[config.mk]
export PLATFORM = sky130hd
export DESIGN_NAME = mem_access_ctrl
export DESIGN_NICKNAME = d
export VERILOG_FILES = /design/src/rtl/mem_access_ctrl.sv
export SDC_FILE = /design/constraint.sdc
export NUM_CORES = 1
export LEC_CHECK = 0
export ABC_AREA = 1
export CORE_ASPECT_RATIO = 2
export CORE_UTILIZATION = 42
export DETAILED_ROUTE_END_ITERATION = 10
export MAX_ROUTING_LAYER = met4
export PLACE_DENSITY_LB_ADDON = 0.3
export SLEW_MARGIN = 5
export SYNTH_ARGS = -nofsm -noshare
export SYNTH_HDL_FRONTEND = slang
export SYNTH_SLANG_ARGS = --single-unit
export TNS_END_PERCENT = 10
[constraint.sdc]
create_clock -name mem_clk -period 1.8 [get_ports mem_clk]
set_clock_uncertainty 0.05 [all_clocks]
set_input_delay 0.18 -clock mem_clk [delete_from_list [all_inputs] [get_ports mem_clk]]
set_output_delay 0.18 -clock mem_clk [all_outputs]
set_load 0.005 [all_outputs]
[src/rtl/mem_access_ctrl.sv]
// mem_access_ctrl: byte-addressed load/store front end for the shared SRAM port.
// Converts LB/LBU/LH/LHU/LW/SB/SH/SW into word accesses on memory_stage.
// Sub-word stores run as a two-cycle read-modify-write. Loads take two cycles.
// The port goes back to instruction fetch whenever no data access is in progress.
// Ports:
//   mem_clk, reset            clock; synchronous active-high reset
//   req_*                     execute-stage request, held stable while stall=1
//   stall                     freeze upstream stages
//   rsp_valid, rsp_rdata      load result (1-cycle pulse)
//   fault                     misaligned / out-of-range / illegal size (1-cycle pulse)
//   mem_select .. mem_wren    drive memory_stage (select=1 -> fetch)
//   mem_q                     SRAM read data, valid one cycle after the address
module mem_access_ctrl #(
  parameter int unsigned ADDR_WIDTH = 12,
  parameter bit          BIG_ENDIAN = 1'b1
) (
  input  logic        mem_clk,
  input  logic        reset,
  input  logic        req_valid,
  input  logic        req_write,
  input  logic [1:0]  req_size,
  input  logic        req_unsigned,
  input  logic [31:0] req_addr,
  input  logic [31:0] req_wdata,
  output logic        stall,
  output logic        rsp_valid,
  output logic [31:0] rsp_rdata,
  output logic        fault,
  output logic        mem_select,
  output logic [29:0] mem_addr,
  output logic [31:0] mem_wdata,
  output logic        mem_wren,
  input  logic [31:0] mem_q
);

  localparam int unsigned RANGE_SHIFT = ADDR_WIDTH + 2;

  localparam logic [1:0] S_IDLE      = 2'd0;
  localparam logic [1:0] S_LOAD_DATA = 2'd1;
  localparam logic [1:0] S_RMW_WRITE = 2'd2;

  localparam logic [1:0] SZ_BYTE = 2'd0;
  localparam logic [1:0] SZ_HALF = 2'd1;
  localparam logic [1:0] SZ_WORD = 2'd2;

  logic [1:0]  state_q, state_d;
  logic [29:0] addr_q, addr_d;
  logic [1:0]  off_q, off_d;
  logic [1:0]  size_q, size_d;
  logic        uns_q, uns_d;
  logic [31:0] wdata_q, wdata_d;

  // Bit position of the addressed lane inside the 32-bit word.
  function automatic logic [4:0] lane_shift(input logic [1:0] off, input logic [1:0] size);
    logic [4:0] s;
    s = 5'd0;
    if (BIG_ENDIAN) begin
      if (size == SZ_BYTE)      s = {~off, 3'b000};
      else if (size == SZ_HALF) s = {~off[1], 4'b0000};
    end else begin
      if (size == SZ_BYTE)      s = {off, 3'b000};
      else if (size == SZ_HALF) s = {off[1], 4'b0000};
    end
    return s;
  endfunction

  function automatic logic [31:0] lane_mask(input logic [1:0] size);
    logic [31:0] m;
    if (size == SZ_BYTE)      m = 32'h0000_00FF;
    else if (size == SZ_HALF) m = 32'h0000_FFFF;
    else                      m = 32'hFFFF_FFFF;
    return m;
  endfunction

  logic        req_fault_c;
  logic [4:0]  shift_c;
  logic [31:0] lane_c;
  logic [31:0] mask_c;
  logic [31:0] load_ext_c;
  logic [31:0] merge_c;

  // Request fault: misaligned, illegal size, or outside the SRAM word range.
  always_comb begin
    req_fault_c = 1'b0;
    if (req_size == 2'd3)                                  req_fault_c = 1'b1;
    if (req_size == SZ_HALF && req_addr[0])                req_fault_c = 1'b1;
    if (req_size == SZ_WORD && req_addr[1:0] != 2'b00)     req_fault_c = 1'b1;
    if ((req_addr >> RANGE_SHIFT) != 32'd0)                req_fault_c = 1'b1;
  end

  // Load extraction and store merge for the latched lane.
  always_comb begin
    shift_c = lane_shift(off_q, size_q);
    lane_c  = mem_q >> shift_c;
    mask_c  = lane_mask(size_q) << shift_c;
    merge_c = (mem_q & ~mask_c) | ((wdata_q << shift_c) & mask_c);
    if (size_q == SZ_BYTE)
      load_ext_c = uns_q ? {24'd0, lane_c[7:0]} : {{24{lane_c[7]}}, lane_c[7:0]};
    else if (size_q == SZ_HALF)
      load_ext_c = uns_q ? {16'd0, lane_c[15:0]} : {{16{lane_c[15]}}, lane_c[15:0]};
    else
      load_ext_c = mem_q;
  end

  // Next-state and port outputs; reset forces the idle/fetch values.
  always_comb begin
    state_d    = state_q;
    addr_d     = addr_q;
    off_d      = off_q;
    size_d     = size_q;
    uns_d      = uns_q;
    wdata_d    = wdata_q;
    stall      = 1'b0;
    rsp_valid  = 1'b0;
    rsp_rdata  = 32'd0;
    fault      = 1'b0;
    mem_select = 1'b1;
    mem_addr   = 30'd0;
    mem_wdata  = 32'd0;
    mem_wren   = 1'b0;
    if (!reset) begin
      case (state_q)
        S_IDLE: begin
          if (req_valid) begin
            mem_select = 1'b0;
            if (req_fault_c) begin
              fault = 1'b1;
            end else begin
              mem_addr = req_addr[31:2];
              if (req_write && req_size == SZ_WORD) begin
                mem_wdata = req_wdata;
                mem_wren  = 1'b1;
              end else begin
                stall   = 1'b1;
                addr_d  = req_addr[31:2];
                off_d   = req_addr[1:0];
                size_d  = req_size;
                uns_d   = req_unsigned;
                wdata_d = req_wdata;
                state_d = req_write ? S_RMW_WRITE : S_LOAD_DATA;
              end
            end
          end
        end
        S_LOAD_DATA: begin
          mem_select = 1'b0;
          mem_addr   = addr_q;
          rsp_valid  = 1'b1;
          rsp_rdata  = load_ext_c;
          state_d    = S_IDLE;
        end
        S_RMW_WRITE: begin
          mem_select = 1'b0;
          mem_addr   = addr_q;
          mem_wdata  = merge_c;
          mem_wren   = 1'b1;
          state_d    = S_IDLE;
        end
        default: state_d = S_IDLE;
      endcase
    end
  end

  // State and latched request registers.
  always_ff @(posedge mem_clk) begin
    if (reset) begin
      state_q <= S_IDLE;
      addr_q  <= 30'd0;
      off_q   <= 2'd0;
      size_q  <= 2'd0;
      uns_q   <= 1'b0;
      wdata_q <= 32'd0;
    end else begin
      state_q <= state_d;
      addr_q  <= addr_d;
      off_q   <= off_d;
      size_q  <= size_d;
      uns_q   <= uns_d;
      wdata_q <= wdata_d;
    end
  end

endmodule

==> out/results.ini <==
[clock_network]
clockBufferDepth = 2
cts_tree = done
clk_latency_ns = 0.33
htree_levels = 3
root_buffer = clkbuf_16

[cells_and_area]
syn_to_final_growth_pct = 67.9
final-comb-area_um2 = 3900
fin_nets = 1464
regArea_um2 = 1390
drive_above_1_share_pct = 30.5
final_core_util_pct = 72.7

[outcome]
status = complete, but fails checks
violations = setup timing

[synth]
top_area_share_pct = 23.5
synth-edff-count = 0
synth_area_leader_cell = dfxtp_1
synth_flops = 69
yosysWarnings = 0
synth_cell_types = 33

[detailed_routing]
drc = 0

[power]
peakVddDrop_v = 0.000547
combPwrFrac_pct = 15.9

[setup_path]
r2r-start = state_q[0]
cp-end-kind = output port

[timing]
setup-violations-final = 94
layout_setup_ws_ns = -0.515

[grt]
overflow = 0
grt_usage_pct = 38.0

[placement]
io_buffers = 201
placed_cell_area_um2 = 9020

[hold_path]
holdCritPathClass = in2reg

timing repair:
| action | CTS | global route |
|---|---|---|
| buffers inserted | 23 | 0 |
| resized | 470 | 105 |
| pin swaps | 42 | 34 |
| endpoints found under the setup margin | 152 | 152 |
| cloned | 5 | 0 |
cells by family (layout without fill, tap and decap cells):
group	count (synthesis)	after routing	share of synthesized area (%)
and+or+nand+nor	558	558	41.7
buffers and inverters	263	571	18.2
AOI/OAI and AO/OA	160	160	15.8
DFF	69	69	23.5
adders and majority gates	4	4	0.851
power groups by stage:
stage | Combinational, W | Clock (W) | Sequential [W]
finish | 0.000660 | 0.00196 | 0.00153
global placement | 0.000599 | 0 | 0.00156
detailed placement | 0.000599 | 0 | 0.00156
global route | 0.000696 | 0.00202 | 0.00152
CTS | 0.000631 | 0.00196 | 0.00153
floorplan | 0.000170 | 0 | 0.00156
stage by stage:
step / total power [W] / instances
after floorplan: 0.00173 / 1054
after global placement: 0.00216 / 1508
after detailed placement: 0.00216 / 1508
after CTS: 0.00411 / 1550
after global routing: 0.00424 / 1548
final: 0.00415 / 1548
layout by cell type (no fill, tap or decap), types with 50 or more instances in the layout:
cell and count:
buf_2 81, nor2_1 92, clkdlybuf4s50_1 95, buf_4 109
a21oi_1 50, nand3_1 64, nand4_1 71, nand2_1 241
dfxtp_1 63, inv_1 174
routing by layer:
layer / up-vias / routed length (µm) / GRT usage (%)
met5: - / 0 / -
met4: 0 / 2380 / 30.0
met3: 144 / 1470 / 5.50
met2: 388 / 14600 / 69.7
met1: 3806 / 8730 / 34.1
li1: 3960 / - / -
registers in the layout, indices dropped and copies added (netlist names):
register  flops
state_q       2
addr_q       30
size_q        2
wdata_q      32
off_q         2
uns_q         1
layout make-up:
type | count | area share [%]
Tap cell | 186 | 2.36
Inverter | 189 | 7.31
Sequential cell | 69 | 14.1
Clock inverter | 6 | 0.874
Multi-Input combinational cell | 722 | 39.4
Clock buffer | 10 | 2.42
Timing Repair Buffer | 366 | 33.5
worst reg2reg max path, delay by kind of cell (launching register included):
kind	cells	cell delay (ns)
and+or+nand+nor	4	0.35
buffers and inverters	6	0.84
adders and majority gates	1	0.14
DFF	1	0.34
path summary, 6_finish.rpt:
path	depth (start not counted)	end	slack [ns]
setup / recovery	8	rsp_rdata[1]	-0.52
hold / removal	3	addr_q[28]	0.30
setup reg to reg	11	wdata_q[19]	0.02
hold reg to reg	2	addr_q[24]	0.40
Figure 1. Placement by cell class.
Fill, decap, tap and diode cells in grey.
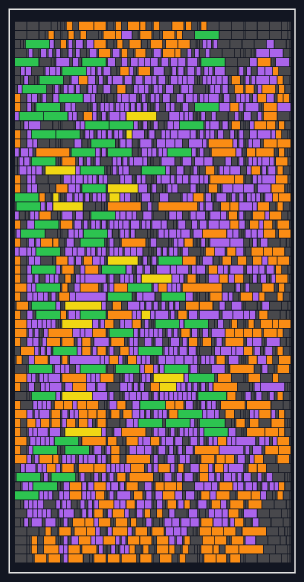
legend:
  green:
    class: flops
    cells: 69
  yellow:
    class: clock drivers and dummy loads
    cells: 16
  orange:
    class: other buffers and delay cells
    cells: 366
  purple:
    class: combinational and other logic
    cells: 911

Figure 2. Cell outlines without signal wires.
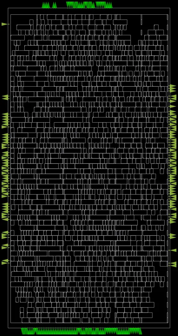
Rows: 60
flop count: 69
Core Area: 13600 µm²
Well-Tap Cells: 186
Final Instance Count excl. Fillers: 1548

Figure 3. The metal 3 layer.
The bar under the picture is 20 µm long.
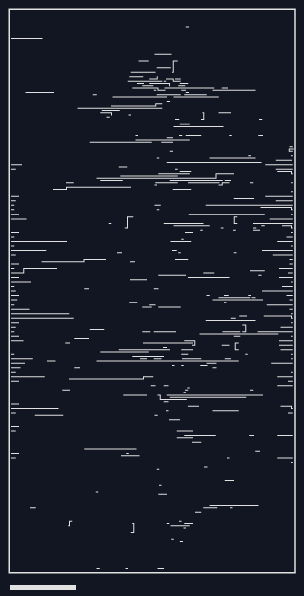
wire length on this layer: 1470 µm
nets with wire on the layer: 220
main direction: horizontal
longest straight run: 42.6 µm
share of all routed wire: 5.4%

Figure 4. Nets reached from selected ports.
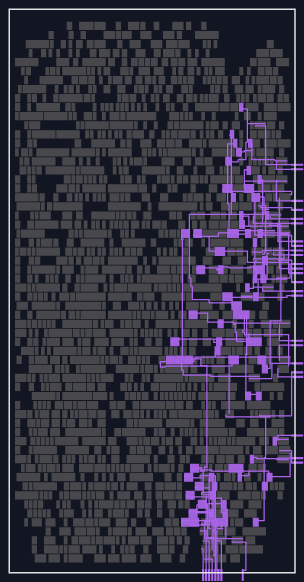
legend:
  purple:
    port: mem_q
    bits: 32
    direction: input
    edge: 24 right, 8 bottom
    end_cells: 76
    buffers: 40
    wire: 1530 µm

Figure 5. The metal 2 layer.
Cells faint in the background.
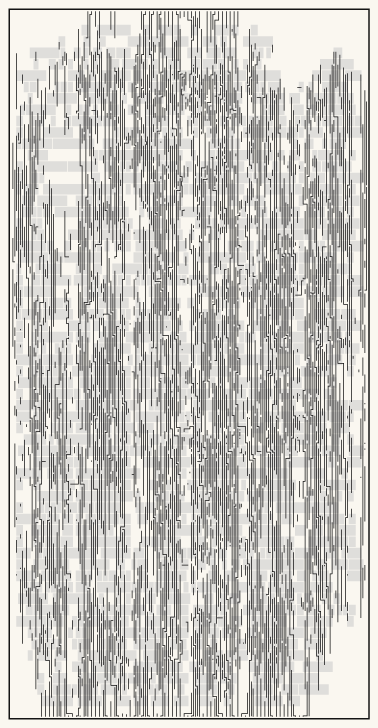
nets with wire on the layer: 1219
main direction: vertical

No activity file was given, so power comes from the tool's default toggle rates.
